### src/rtl/pwm_spi_bank_if.sv
// Pin-level bundle for the SPI-controlled PWM bank: SPI inputs, CIPO read path, error strobe, channel outputs.
// There is no valid/ready handshake: SPI pins are sampled asynchronously and outputs are level signals.
interface pwm_spi_bank_if #(
  parameter int NUM_CH = 16
);
  logic              sclk_in;
  logic              copi_in;
  logic              ncs_in;
  logic              cipo;
  logic              cipo_oe;
  logic              frame_err;
  logic [NUM_CH-1:0] out;

  modport master (
    output sclk_in, copi_in, ncs_in,
    input  cipo, cipo_oe, frame_err, out
  );

  modport slave (
    input  sclk_in, copi_in, ncs_in,
    output cipo, cipo_oe, frame_err, out
  );
endinterface

### src/rtl/pwm_spi_bank.sv
// SPI register file (write + CIPO read-back) driving a bank of prescaled PWM channels
// whose duty values are double-buffered and swapped only at the period boundary.
module pwm_spi_bank #(
  parameter int NUM_CH      = 16,
  parameter int SYNC_STAGES = 2
) (
  input logic           clk,
  input logic           rst,
  pwm_spi_bank_if.slave bus
);
  localparam int LAST = SYNC_STAGES - 1;

  logic [SYNC_STAGES-1:0] sclk_sync, copi_sync, ncs_sync;
  logic sclk_d, ncs_d, copi_q;
  logic sclk_rise, sclk_fall, ncs_rise, ncs_fall;

  logic        frame_act, rd_act, frame_err_q;
  logic [4:0]  bit_cnt;
  logic [15:0] shreg, sh_next;
  logic [7:0]  rd_sh, rd_val;
  logic [6:0]  rd_addr, wr_addr;
  logic [7:0]  wr_data;
  logic        commit;

  logic [NUM_CH-1:0] en_out, en_pwm, out_q;
  logic [15:0]       en_out_w, en_pwm_w;
  logic [7:0]        duty    [NUM_CH];
  logic [7:0]        duty_sh [NUM_CH];
  logic [7:0]        presc, pcnt, cnt;
  logic              tick, wrap;

  // nCS idles high, so its synchroniser resets to 1 to avoid a phantom frame start.
  always_ff @(posedge clk or posedge rst) begin
    if (rst) begin
      sclk_sync <= '0;
      copi_sync <= '0;
      ncs_sync  <= '1;
      sclk_d    <= 1'b0;
      ncs_d     <= 1'b1;
      copi_q    <= 1'b0;
      sclk_rise <= 1'b0;
      sclk_fall <= 1'b0;
      ncs_rise  <= 1'b0;
      ncs_fall  <= 1'b0;
    end else begin
      sclk_sync <= {sclk_sync[SYNC_STAGES-2:0], bus.sclk_in};
      copi_sync <= {copi_sync[SYNC_STAGES-2:0], bus.copi_in};
      ncs_sync  <= {ncs_sync[SYNC_STAGES-2:0], bus.ncs_in};
      sclk_d    <= sclk_sync[LAST];
      ncs_d     <= ncs_sync[LAST];
      copi_q    <= copi_sync[LAST];
      sclk_rise <= sclk_sync[LAST] & ~sclk_d;
      sclk_fall <= ~sclk_sync[LAST] & sclk_d;
      ncs_rise  <= ncs_sync[LAST] & ~ncs_d;
      ncs_fall  <= ~ncs_sync[LAST] & ncs_d;
    end
  end

  assign sh_next = {shreg[14:0], copi_q};
  assign rd_addr = sh_next[6:0];
  assign wr_addr = shreg[14:8];
  assign wr_data = shreg[7:0];
  assign commit  = ncs_rise && (bit_cnt == 5'd16) && shreg[15];

  // The falling edge right after the 8th rise does not shift: bit 7 must still be
  // on CIPO when the host samples on the 9th rising edge.
  always_ff @(posedge clk or posedge rst) begin
    if (rst) begin
      frame_act   <= 1'b0;
      rd_act      <= 1'b0;
      frame_err_q <= 1'b0;
      bit_cnt     <= '0;
      shreg       <= '0;
      rd_sh       <= '0;
    end else begin
      frame_err_q <= ncs_rise && (bit_cnt != 5'd16);
      if (ncs_rise) begin
        frame_act <= 1'b0;
        rd_act    <= 1'b0;
      end else if (ncs_fall) begin
        frame_act <= 1'b1;
        rd_act    <= 1'b0;
        bit_cnt   <= '0;
      end else if (frame_act && sclk_rise) begin
        shreg <= sh_next;
        if (bit_cnt != 5'd16) bit_cnt <= bit_cnt + 5'd1;
        if (bit_cnt == 5'd7 && !sh_next[7]) begin
          rd_sh  <= rd_val;
          rd_act <= 1'b1;
        end
      end else if (frame_act && sclk_fall && rd_act && bit_cnt > 5'd8) begin
        rd_sh <= {rd_sh[6:0], 1'b0};
      end
    end
  end

  assign en_out_w = 16'(en_out);
  assign en_pwm_w = 16'(en_pwm);

  always_comb begin
    rd_val = '0;
    if (rd_addr == 7'h00) rd_val = en_out_w[7:0];
    if (rd_addr == 7'h01) rd_val = en_out_w[15:8];
    if (rd_addr == 7'h02) rd_val = en_pwm_w[7:0];
    if (rd_addr == 7'h03) rd_val = en_pwm_w[15:8];
    if (rd_addr == 7'h20) rd_val = presc;
    for (int i = 0; i < NUM_CH; i++) begin
      if (rd_addr == 7'(4 + i)) rd_val = duty[i];
    end
  end

  always_ff @(posedge clk or posedge rst) begin
    if (rst) begin
      en_out <= '0;
      en_pwm <= '0;
      presc  <= '0;
      for (int i = 0; i < NUM_CH; i++) duty[i] <= '0;
    end else if (commit) begin
      for (int i = 0; i < NUM_CH; i++) begin
        if (wr_addr == 7'(i / 8))     en_out[i] <= wr_data[3'(i % 8)];
        if (wr_addr == 7'(2 + i / 8)) en_pwm[i] <= wr_data[3'(i % 8)];
        if (wr_addr == 7'(4 + i))     duty[i]   <= wr_data;
      end
      if (wr_addr == 7'h20) presc <= wr_data;
    end
  end

  assign tick = (pcnt == presc);
  assign wrap = tick && (cnt == 8'hff);

  // A duty commit coinciding with wrap loads the old value: duty[] updates on the same edge.
  always_ff @(posedge clk or posedge rst) begin
    if (rst) begin
      pcnt  <= '0;
      cnt   <= '0;
      out_q <= '0;
      for (int i = 0; i < NUM_CH; i++) duty_sh[i] <= '0;
    end else begin
      if (commit && wr_addr == 7'h20) pcnt <= '0;
      else if (tick)                  pcnt <= '0;
      else                            pcnt <= pcnt + 8'd1;
      if (tick) cnt <= cnt + 8'd1;
      for (int i = 0; i < NUM_CH; i++) begin
        if (!en_pwm[i] || wrap) duty_sh[i] <= duty[i];
        out_q[i] <= en_out[i] & (~en_pwm[i] | (duty_sh[i] == 8'hff) | (cnt < duty_sh[i]));
      end
    end
  end

  assign bus.cipo      = rd_act & rd_sh[7];
  assign bus.cipo_oe   = ~ncs_sync[LAST];
  assign bus.frame_err = frame_err_q;
  assign bus.out       = out_q;
endmodule

### src/flat_wrapper.sv
// flat-port wrapper written by rule: the top's interface ports become plain ports
module pwm_spi_bank_flat 
#(
  parameter int NUM_CH      = 16,
  parameter int SYNC_STAGES = 2
)
  (clk, rst, bus_sclk_in, bus_copi_in, bus_ncs_in, bus_cipo, bus_cipo_oe, bus_frame_err, bus_out);
  pwm_spi_bank_if #(.NUM_CH(NUM_CH)) bus_i ();
  input logic clk;
  input logic rst;
  input wire logic [$bits(bus_i.sclk_in)-1:0] bus_sclk_in;
  input wire logic [$bits(bus_i.copi_in)-1:0] bus_copi_in;
  input wire logic [$bits(bus_i.ncs_in)-1:0] bus_ncs_in;
  output wire logic [$bits(bus_i.cipo)-1:0] bus_cipo;
  output wire logic [$bits(bus_i.cipo_oe)-1:0] bus_cipo_oe;
  output wire logic [$bits(bus_i.frame_err)-1:0] bus_frame_err;
  output wire logic [$bits(bus_i.out)-1:0] bus_out;
  assign bus_i.sclk_in = bus_sclk_in;
  assign bus_i.copi_in = bus_copi_in;
  assign bus_i.ncs_in = bus_ncs_in;
  assign bus_cipo = bus_i.cipo;
  assign bus_cipo_oe = bus_i.cipo_oe;
  assign bus_frame_err = bus_i.frame_err;
  assign bus_out = bus_i.out;
  pwm_spi_bank #(.NUM_CH(NUM_CH), .SYNC_STAGES(SYNC_STAGES)) u_core (.clk(clk), .rst(rst), .bus(bus_i));
endmodule
### config.mk
export PLATFORM = sky130hd
export DESIGN_NAME = pwm_spi_bank_flat
export DESIGN_NICKNAME = d
export VERILOG_FILES = /design/src/rtl/pwm_spi_bank_if.sv /design/src/rtl/pwm_spi_bank.sv /design/src/flat_wrapper.sv
export SDC_FILE = /design/constraint.sdc
export NUM_CORES = 1
export LEC_CHECK = 0
export ABC_AREA = 1
export CAP_MARGIN = 20
export CORE_MARGIN = 4
export CORE_UTILIZATION = 30
export CTS_CLUSTER_SIZE = 24
export DETAILED_ROUTE_END_ITERATION = 7
export PLACE_DENSITY_LB_ADDON = 0.12
export REMOVE_ABC_BUFFERS = 1
export SLEW_MARGIN = 25
export SYNTH_ARGS = -nofsm -noshare
export SYNTH_HDL_FRONTEND = slang
export SYNTH_SLANG_ARGS = --single-unit
### constraint.sdc
create_clock -name clk -period 12.8 [get_ports clk]
set_clock_uncertainty 0.15 [all_clocks]
set_input_delay 2.56 -clock clk [delete_from_list [all_inputs] [get_ports clk]]
set_output_delay 2.56 -clock clk [all_outputs]
set_load 0.005 [all_outputs]
==> images/ff_map.png <==
Scale: 1.5 px per µm.
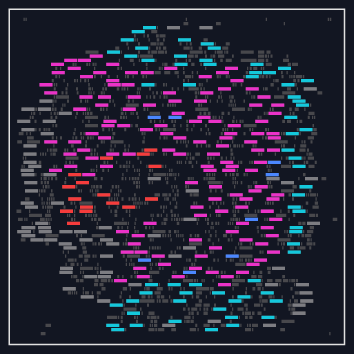
Key: magenta = u_core.duty [flops 128]; red = u_core.shreg [flops 16, where middle left]; cyan = u_core.duty_sh [flops 64]; blue = u_core.en_pwm [flops 8]
Another 69 sequential cells are not coloured.
Seq. pwr: 0.920 mW
flop share of the area: 0.459
Flop area: 0.00714 mm²

==> images/util_map.png <==
Scale: 1.5 px per µm. 22 x 22 tiles, from black (low) to pale yellow (high), 0 to 100% covered.
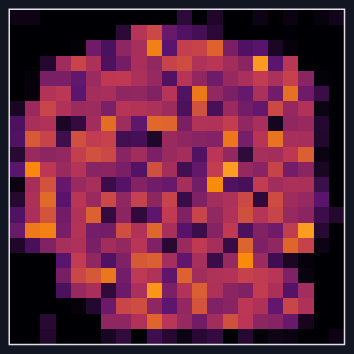
21% of the tiles are nearly empty. The fullest tile reaches 79%. 0.80% of the tiles are over 75% full. The mean over all tiles is 30%.
core area: 0.0455 mm²
final core occ: 0.342
Init Core Util: 0.304

==> impl_metrics.env <==
# physical design summary
export IMPL_yosys_warnings=0
export IMPL_wl_met2_mm=17.4
export IMPL_postSynthSeqShare=0.517
export IMPL_common_cells="nand2_1 (401), dfrtp_1 (282), o21ai_0 (217), inv_1 (145), nor2_1 (82)"
export IMPL_cp_max_fo=3
export IMPL_max_freq_mhz=236
export IMPL_buffers=20
export IMPL_critPathCaptureType="primary output"
export IMPL_synthSimpleGateAreaFrac=0.209
export IMPL_rsz0062_at_grt="false"
export IMPL_met1Wirelength_mm=20.4
export IMPL_startpoint_type="flop"
export IMPL_pwr_share_clk=0.467
export IMPL_wl_per_cell_um=18.2
export IMPL_fin_crit_ns=4.25
export IMPL_synth_area_per_cell_um2=8.82
export IMPL_cts_root_buffer="clkbuf_16"
export IMPL_path_class="flop to primary output"
export IMPL_status="complete, no violations"
export IMPL_worst_pin_slew_ns=1.07
export IMPL_cp_startpoint="u_core.ncs_sync[1]"
export IMPL_ioPinCount=24
export IMPL_hold_buffers=0
export IMPL_nFlopsAndLatches=285
export IMPL_grt_usage=0.161
export IMPL_setup_viol=0
export IMPL_p_clk_mw=0.952
export IMPL_reg2reg_from="u_core.shreg[5]"
export IMPL_worstPathArrival_ns=1.54
export IMPL_ys_seq_elements=285
export IMPL_yosys_cell_types_count=50
export IMPL_drc=0
==> sequential cells by signal (all words and copies together) (netlist names), 5 cells and up <==
signal / cells
u_core.duty: 128
u_core.duty_sh: 64
u_core.shreg: 16
u_core.bus.out: 8
u_core.cnt: 8
u_core.en_out: 8
u_core.en_pwm: 8
u_core.pcnt: 8
u_core.presc: 8
u_core.rd_sh: 8
u_core.bit_cnt: 5
==> through the flow <==
step	util	instance area (µm²)	hold slack, ns	cells
2_1_floorplan	-	13500	0.181	1517
3_3_place_gp	0.317	14400	0.187	2136
3_5_place_dp	0.317	14400	0.185	2136
4_1_cts	0.341	15500	0.195	2196
5_1_grt	0.342	15500	0.215	2197
6_report	0.342	15500	0.194	2198
Power figures rest on the tool's default switching activity, not on a simulated workload.
